run_1/layer_met4.png
(3 px per um) Supply wires on this layer in grey.
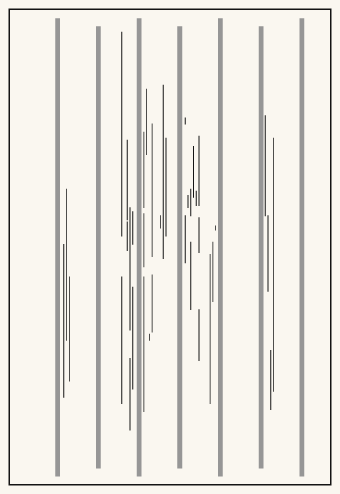
run_1/detail.png
Window x 38 to 68, y 32 to 62 um. Cells in grey, sequential cells in the stronger grey; small squares are vias.
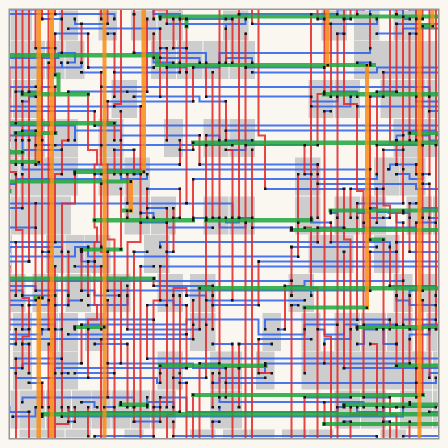
run_1/metal_density.png
(2 px per um) 21 x 32 tiles, from white (low) to dark blue (high), scaled to the fullest tile. Values are wire area over tile area, all layers added.
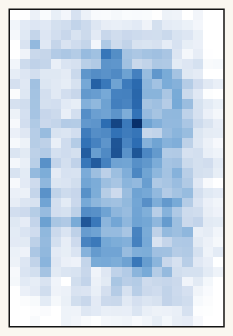
run_1/congestion.png
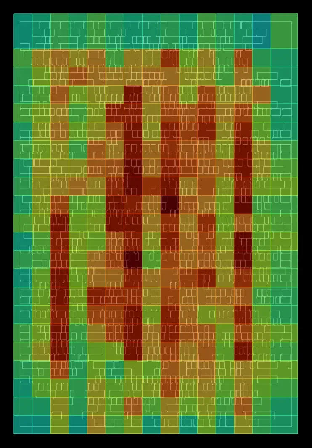
**config.mk**
```make
export PLATFORM = sky130hd
export DESIGN_NAME = que_drain_ctrl
export DESIGN_NICKNAME = d
export VERILOG_FILES = /design/src/rtl/que_drain_pkg.sv /design/src/rtl/que_key_mixer.sv /design/src/rtl/que_drain_ctrl.sv
export SDC_FILE = /design/constraint.sdc
export NUM_CORES = 1
export LEC_CHECK = 0
export ABC_AREA = 1
export CORE_ASPECT_RATIO = 1.5
export CORE_MARGIN = 2
export CORE_UTILIZATION = 45
export CTS_CLUSTER_DIAMETER = 40
export CTS_CLUSTER_SIZE = 12
export DETAILED_ROUTE_END_ITERATION = 8
export HOLD_SLACK_MARGIN = 0.05
export PLACE_DENSITY_LB_ADDON = 0.2
export REMOVE_ABC_BUFFERS = 1
export SYNTH_ARGS = -nofsm -noshare
export SYNTH_HDL_FRONTEND = slang
export SYNTH_HIERARCHICAL = 1
export SYNTH_SLANG_ARGS = --single-unit
```
**constraint.sdc**
```tcl
create_clock -name Clk -period 3.8 [get_ports Clk]
set_input_delay 0.76 -clock Clk [delete_from_list [all_inputs] [get_ports Clk]]
set_output_delay 0.76 -clock Clk [all_outputs]
set_load 0.03 [all_outputs]
```
**src/rtl/que_drain_pkg.sv**
```systemverilog
// que_drain_pkg: shared types and helpers for the FIFO drain / key-mix path.
//   state_t    - drain controller state encoding
//   QUE_DATA_W - default data/key width
//   rotl       - rotate-left of a QUE_DATA_W word
package que_drain_pkg;

    localparam int unsigned QUE_DATA_W = 32;
    localparam int unsigned QUE_ROT_W  = $clog2(QUE_DATA_W);

    typedef enum logic [2:0] {
        IDLE,
        REQ,
        WAIT,
        SEND,
        CSUM,
        DONE
    } state_t;

    function automatic logic [QUE_DATA_W-1:0] rotl(
        input logic [QUE_DATA_W-1:0] v,
        input logic [QUE_ROT_W-1:0]  amt
    );
        // A shift by the full width yields zero, so amt == 0 is a plain copy.
        return (v << amt) | (v >> (QUE_DATA_W - 32'(amt)));
    endfunction

endpackage

```
**src/rtl/que_key_mixer.sv**
```systemverilog
// que_key_mixer: combinational rotate-and-XOR of a cipher key with a data word.
// Shared by the encrypt (writer) and decrypt (drain) sides.
// Ports:
//   i_key  [DATA_W]       - cipher key
//   i_amt  [log2(DATA_W)] - rotate-left amount (word index modulo DATA_W)
//   i_data [DATA_W]       - data word
//   o_data [DATA_W]       - i_data ^ rotl(i_key, i_amt)
module que_key_mixer
    import que_drain_pkg::*;
#(
    parameter int unsigned DATA_W = QUE_DATA_W
) (
    input  logic [DATA_W-1:0]         i_key,
    input  logic [$clog2(DATA_W)-1:0] i_amt,
    input  logic [DATA_W-1:0]         i_data,
    output logic [DATA_W-1:0]         o_data
);

    generate
        if (DATA_W == QUE_DATA_W) begin : g_pkg_rot
            assign o_data = i_data ^ rotl(i_key, i_amt);
        end else begin : g_generic_rot
            assign o_data = i_data ^ ((i_key << i_amt) | (i_key >> (DATA_W - 32'(i_amt))));
        end
    endgenerate

endmodule

```
**src/rtl/que_drain_ctrl.sv**
```systemverilog
// que_drain_ctrl: drains a burst of words from the encryption FIFO, decrypts
// each with a per-word rotated key and streams them out on valid/ready.
// Optional feature macro: QUE_DRAIN_CHECKSUM_EN appends an XOR checksum
// trailer (carrying Out_Last) to every burst.
// Ports:
//   Clk, reset            - clock, synchronous active-high reset
//   Start                 - begin a burst (sampled in IDLE only)
//   Burst_Len [LEN_W]     - words to drain; 0 = until QUE_Last
//   Cipher_Key [DATA_W]   - key, latched on accepted Start
//   QUE_Data_Out, QUE_Empty, QUE_Last - FIFO read side inputs
//   Cen, QUE_Read_Write   - FIFO read strobe / direction (always read)
//   Out_Data, Out_Valid, Out_Ready, Out_Last - output stream
//   Busy, Done            - status: not idle / one-cycle end-of-burst pulse
module que_drain_ctrl
    import que_drain_pkg::*;
#(
    parameter int unsigned DATA_W = QUE_DATA_W,
    parameter int unsigned LEN_W  = 6
) (
    input  logic              Clk,
    input  logic              reset,
    input  logic              Start,
    input  logic [LEN_W-1:0]  Burst_Len,
    input  logic [DATA_W-1:0] Cipher_Key,
    input  logic [DATA_W-1:0] QUE_Data_Out,
    input  logic              QUE_Empty,
    input  logic              QUE_Last,
    output logic              Cen,
    output logic              QUE_Read_Write,
    output logic [DATA_W-1:0] Out_Data,
    output logic              Out_Valid,
    input  logic              Out_Ready,
    output logic              Out_Last,
    output logic              Busy,
    output logic              Done
);

    localparam int unsigned IDX_W = LEN_W + 1;
    localparam int unsigned SH_W  = $clog2(DATA_W);

    state_t              r_state;
    logic [DATA_W-1:0]   r_key;
    logic [LEN_W-1:0]    r_len;
    logic [IDX_W-1:0]    r_idx;
    logic                r_final;
`ifdef QUE_DRAIN_CHECKSUM_EN
    logic [DATA_W-1:0]   r_csum;
`endif

    logic [SH_W-1:0]     w_amt;
    logic [DATA_W-1:0]   w_plain;
    logic                w_final;

    assign Cen            = (r_state == REQ) && !QUE_Empty;
    assign QUE_Read_Write = 1'b0;

    assign w_amt   = SH_W'(r_idx);
    assign w_final = (r_len != '0) ? (r_idx == (IDX_W'(r_len) - IDX_W'(1))) : QUE_Last;

    que_key_mixer #(
        .DATA_W(DATA_W)
    ) u_key_mixer (
        .i_key (r_key),
        .i_amt (w_amt),
        .i_data(QUE_Data_Out),
        .o_data(w_plain)
    );

    always_ff @(posedge Clk) begin
        if (reset) begin
            r_state   <= IDLE;
            r_key     <= '0;
            r_len     <= '0;
            r_idx     <= '0;
            r_final   <= 1'b0;
`ifdef QUE_DRAIN_CHECKSUM_EN
            r_csum    <= '0;
`endif
            Out_Data  <= '0;
            Out_Valid <= 1'b0;
            Out_Last  <= 1'b0;
            Busy      <= 1'b0;
            Done      <= 1'b0;
        end else begin
            Done <= 1'b0;
            case (r_state)
                IDLE: begin
                    if (Start) begin
                        r_key   <= Cipher_Key;
                        r_len   <= Burst_Len;
                        r_idx   <= '0;
`ifdef QUE_DRAIN_CHECKSUM_EN
                        r_csum  <= '0;
`endif
                        Busy    <= 1'b1;
                        r_state <= REQ;
                    end
                end
                REQ: begin
                    if (!QUE_Empty) begin
                        r_state <= WAIT;
                    end
                end
                WAIT: begin
                    Out_Data  <= w_plain;
                    Out_Valid <= 1'b1;
                    r_final   <= w_final;
`ifdef QUE_DRAIN_CHECKSUM_EN
                    Out_Last  <= 1'b0;
`else
                    Out_Last  <= w_final;
`endif
                    r_state   <= SEND;
                end
                SEND: begin
                    if (Out_Ready) begin
                        r_idx <= r_idx + IDX_W'(1);
`ifdef QUE_DRAIN_CHECKSUM_EN
                        r_csum <= r_csum ^ Out_Data;
`endif
                        if (r_final) begin
`ifdef QUE_DRAIN_CHECKSUM_EN
                            // Trailer is loaded on the final data handshake edge;
                            // Out_Valid stays high straight into CSUM.
                            Out_Data  <= r_csum ^ Out_Data;
                            Out_Last  <= 1'b1;
                            r_state   <= CSUM;
`else
                            Out_Valid <= 1'b0;
                            Out_Last  <= 1'b0;
                            Done      <= 1'b1;
                            r_state   <= DONE;
`endif
                        end else begin
                            Out_Valid <= 1'b0;
                            r_state   <= REQ;
                        end
                    end
                end
`ifdef QUE_DRAIN_CHECKSUM_EN
                CSUM: begin
                    if (Out_Ready) begin
                        Out_Valid <= 1'b0;
                        Out_Last  <= 1'b0;
                        Done      <= 1'b1;
                        r_state   <= DONE;
                    end
                end
`endif
                DONE: begin
                    Busy    <= 1'b0;
                    r_state <= IDLE;
                end
                default: begin
                    r_state <= IDLE;
                end
            endcase
        end
    end

endmodule
```
==> CHANGELOG.md, run 1 <==
## Implementation

- R2R depth: 12
- Final setup vio count: 0
- FF+latch count, synth: around 85
- CP dominant cell by count: clkdlybuf4s50_1
- Gate Area: 4622 um^2
- Seq cells: around 85
- Syn Area/Cell: between 5 and 6 um^2
- Seq/total area: between 15 and 20%
- Placed Instance Area: between 8000 and 9000 um^2
- Clock network area share: under 10%
- Post-DP HPWL: 17.97 mm
- Met3 wire length: approximately 2.0 mm
- NetSw: 1142 uW
- Post-CTS Hold Fix Bufs: 0
- Status: finished, final reports clean
- WHS Endpoint: r_key[21]$_SDFFE_PP0P_
- Post-route cell area: approximately 8500 um^2
- I/O pin total: 114
- RSZ-0062 raised after global routing: no
- H-tree Lvls: 3
- Filler cells: 1660
- Post-synth EDFFs: 0
- Clock Latency Late Sink: 0.35 ns
- Post-layout total power: 3105 uW
Back to the opening pictures, layer_met4.png:
The longest straight run is 84.3 um. The layer holds 4.2% of the routed length. 34 nets have wire on it. The wires run mostly vertical.

Back to the opening pictures, detail.png:
Key: metal 3 = green; metal 4 = orange; metal 2 = red; metal 1 = blue
86 logic cells have their middle in the window. Most frequent: nand3_1 (56), nand2_1 (20), nand4_1 (3). Sequential cells in the window: 0.

Back to the opening pictures, metal_density.png:
The emptiest ninth of the die: bottom left. 16% of the tiles are over half the peak. The fullest tile reaches 0.89. The densest ninth of the die: middle. The mean over all tiles is 0.24.

Back to the opening pictures, congestion.png:
Total GRT Usage: 29.30%
GR Util met3: 4.323%
Layout Utilization: 54.87%
met2 Use GR: 49.44%

==> run 1: cells in the final DEF, fill, tap and decap left out, drive strengths merged <==
cell	Yosys	layout
a211oi	1	1
a21oi	49	49
a311oi	1	1
buf	42	17
bufinv	0	2
clkbuf	34	10
clkdlybuf4s50	0	112
clkinv	0	1
clkinvlp	0	1
conb	1	1
dfxtp	85	85
ha	3	3
inv	101	103
nand2	280	280
nand3	414	414
nand3b	1	1
nand4	33	33
nor2	93	93
nor3	6	6
nor3b	2	2
nor4	1	1
o21ai	81	81
or2	1	1
xnor2	2	2
xor2	4	4
==> run 1: synth_stat cells, types with 2 or more instances <==
cell type / instances / area [um^2]
a21oi_1: 49 / 245.2
nand3_1: 412 / 2062
inv_2: 7 / 26.28
nor2_4: 3 / 33.78
nor3b_1: 2 / 15.01
xor2_1: 3 / 26.28
o21ai_1: 2 / 10.01
clkbuf_1: 33 / 123.9
buf_4: 16 / 120.1
nor3_1: 5 / 25.02
nand2_1: 272 / 1021
o21ai_0: 79 / 395.4
buf_6: 5 / 56.30
nor2_2: 4 / 25.02
xnor2_1: 2 / 17.52
nand3_4: 2 / 35.03
nand2_4: 2 / 22.52
dfxtp_1: 85 / 1702
nand2_2: 6 / 37.54
buf_1: 4 / 15.01
inv_1: 92 / 345.3
nor2_1: 86 / 322.8
buf_2: 17 / 85.08
nand4_1: 33 / 206.5
ha_1: 3 / 37.54
==> run 1: cells by family (layout without fill, tap and decap cells) <==
logic type | Yosys count | in the layout | synth area share [%]
compound gates | 132 | 132 | 9.372
fa+ha+maj | 3 | 3 | 0.5276
xor+xnor | 6 | 6 | 1.002
simple gates | 831 | 831 | 54.00
buf+inv | 177 | 246 | 11.13
other cells | 1 | 1 | 0.05270
flops | 85 | 85 | 23.91
==> run 2, diff against run 1 <==
- clock period: 3.8 -> 2.23 ns (I/O delays scaled with it)
run_2/congestion.png
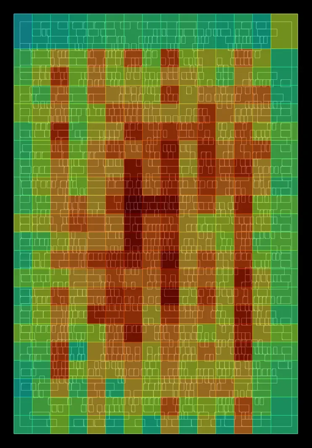
GR Util met3: 4.734%
M1 GR Usage: 37.33%
Total GRT Usage: 30.46%
Layout Utilization: 57.22%

==> run 2 against run 1 <==
Against the previous run:
- power rose by 69%
- final area up 4.3%
- sequential share of layout area decreased by 0.77 points
- non-clock buffer count increased by 22
- combinational power up 79%
- worst hold slack got worse by 0.0083 ns
- cell count rose by 1.4%
- utilization is 2.3 points higher
- die area unchanged
- register-to-register slack got worse by 0.90 ns
- clock skew decreased by 0.0029 ns
- first-iteration DRC count decreased by 2.3%
- largest cell class unchanged
- highest routed layer unchanged
==> CHANGELOG.md, run 2 <==
## Implementation

- GRT overflow: 0 (unchanged)
- Placed Instance Area: 8476 um^2 (was 8213 um^2)
- Path category of the worst min-delay check: reg2reg (unchanged)
- Top cells excl fill/tap: 404 x nand3_1, 272 x nand2_1, 111 x clkdlybuf4s50_1, 91 x inv_1, 86 x nor2_1 (was 412 x nand3_1, 272 x nand2_1, 112 x clkdlybuf4s50_1, 92 x inv_1, 86 x nor2_1)
- Adder Area Share: 0.5275% (unchanged)
- Most frequent cells after synthesis: 412 x nand3_1, 272 x nand2_1, 92 x inv_1, 86 x nor2_1, 85 x dfxtp_1 (unchanged)
- Mux share: 0% (unchanged)
- PD cells: 588.2 nW/um^2 (was 363.8 nW/um^2)
- H-tree Lvls: 3 (unchanged)
- Count leader, synth: nand3_1 (unchanged)
- Num Clock Sinks: 85 (unchanged)
- Layout Nets: 1400 (was 1378)
- Clock Latency Late Sink: 0.35 ns (about the same)
- Post-CTS Hold Fix Bufs: 0 (unchanged)
- CTS Root Cell: clkbuf_16 (unchanged)
- Critical Path RT: 2.47 ns (was 3.04 ns)
- NetSw: 1940 uW (was 1142 uW)
- Ys async rst share: 0% (unchanged)
- Simple Share, Synth: 54.00% (unchanged)
- Syn Area/Cell: 5.762 um^2 (unchanged)
- Post-synth EDFFs: 0 (unchanged)
- Switching share of total power: 37.05% (was 36.77%)
- Post-layout total power: 5235 uW (was 3105 uW)
- Filler cells: 1598 (was 1660)
- Synth logic family: simple AND/OR/NAND/NOR gates (unchanged)
- RSZ-0062 raised after global routing: no (unchanged)
- Post-synthesis xor/xnor area fraction: 1.002% (unchanged)
- Area leader, netlist: nand3_1 (unchanged)
- CP dominant cell by count: nand3_1 (was clkdlybuf4s50_1)
- I/O pin total: 114 (unchanged)
- Startpoint Class: flop (was input pin)
- Worst-path cell chain: inv_2 -> ha_4 -> buf_12 -> nand3_1 -> nand3_1 -> nand3_1 -> nand3_1 -> nand3_1 -> nand2_1 -> nand2_1 -> o21ai_0 -> nor2_1 (was clkdlybuf4s50_1 -> nor2_1 -> clkdlybuf4s50_1)
- Seq pwr share: 34.9% (was 34.5%)
- Post-route cell area: 8900 um^2 (was 8536 um^2)
- Worst Clk Skew: 0.01150 ns (was 0.01436 ns)
- Top area contributor share: 28.98% (unchanged)
- Top cell excl fill/tap: nand3_1 (unchanged)
- Status: finished, final reports clean (unchanged)
- Vias: 8871 (was 8729)
- Fmax: 0.4908 GHz
- TritonCTS clock tree: yes (unchanged)
- Port bufs: 112 (unchanged)
- Top cells by area, synth: nand3_1 29%, dfxtp_1 24%, nand2_1 14%, o21ai_0 5.6%, inv_1 4.9% (unchanged)
- FF+latch count, synth: 85 (unchanged)
- Post-DP HPWL: 18.89 mm (was 17.97 mm)
- Yosys aoi share: 9.372% (unchanged)
- Final setup vio count: 0 (unchanged)
run_2/logic_types.png
(4 px per um)
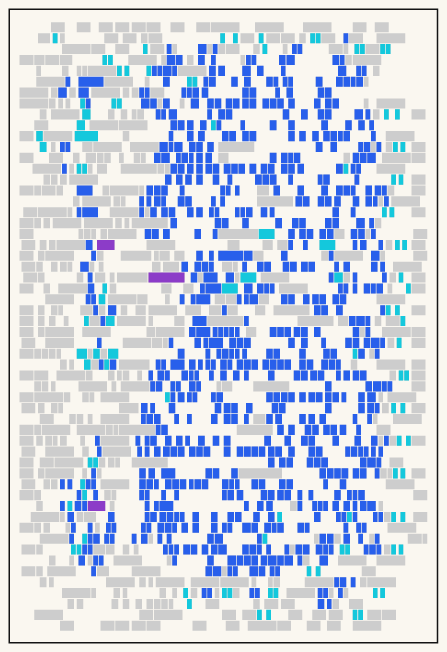
Key: nor cells = cyan [cells 102, most used nor2_1, where widely spread]; fa/ha/maj cells = purple [cells 3, most used ha_1]; nand cells = blue [cells 728, most used nand3_1]

[run 2: power groups by stage]
stage          Clock (uW)  Sequential, uW  Combinational, uW
6_report             1570            1830               1840
5_1_grt              1660            1840               2060
4_1_cts              1600            1820               1810
3_5_place_dp            0            1860               1800
3_3_place_gp            0            1850               1790
2_1_floorplan           0            1940               1030
[run 2: tightest hold or removal path, delay by kind of cell (launching register included)]
kind                   cells  cell delay (ns)
AND-OR/OR-AND              1             0.05
buffers and inverters      1             0.05
flip-flops                 1             0.32
[run 2: worst paths after layout]
path,end,depth (start not counted)
worst max-delay path,Out_Data[16]$_SDFFE_PP0P_,12
worst min-delay path,r_key[25]$_SDFFE_PP0P_,2
worst min register to register,r_key[25]$_SDFFE_PP0P_,2
worst max register to register,Out_Data[16]$_SDFFE_PP0P_,12
[run 2: metal layers]
layer,GRT usage [%],part of all wire (%),routed length (um)
met1,37.33,39,10120
met2,52.26,48,12380
met3,4.734,7.8,2008
met4,13.85,4.7,1214
met5,0,0,0
[run 2: kinds of logic after synthesis]
logic type	count (synthesis)
AND-OR/OR-AND	132
XOR/XNOR	6
adder cells (fa/ha/maj)	3
buffers and inverters	177
flip-flops	85
other	1
AND/OR/NAND/NOR	831
[run 2: area by class of cell]
class                      count  area, um^2  area share [%]
clock buffer                  10       239.0           2.685
clock inverter                 5       60.06          0.6748
inverter                     101       389.1           4.372
multi-input combinational    973        4684           52.64
sequential                    85        1705           19.16
tap                          203       254.0           2.854
timing repair buffer         151        1568           17.62
[run 2: repair_timing]
action,in CTS,in global routing
gates cloned,0,2
resized,2,18
endpoints found under the setup margin,2,30
Power figures rest on the tool's default switching activity, not on a simulated workload.
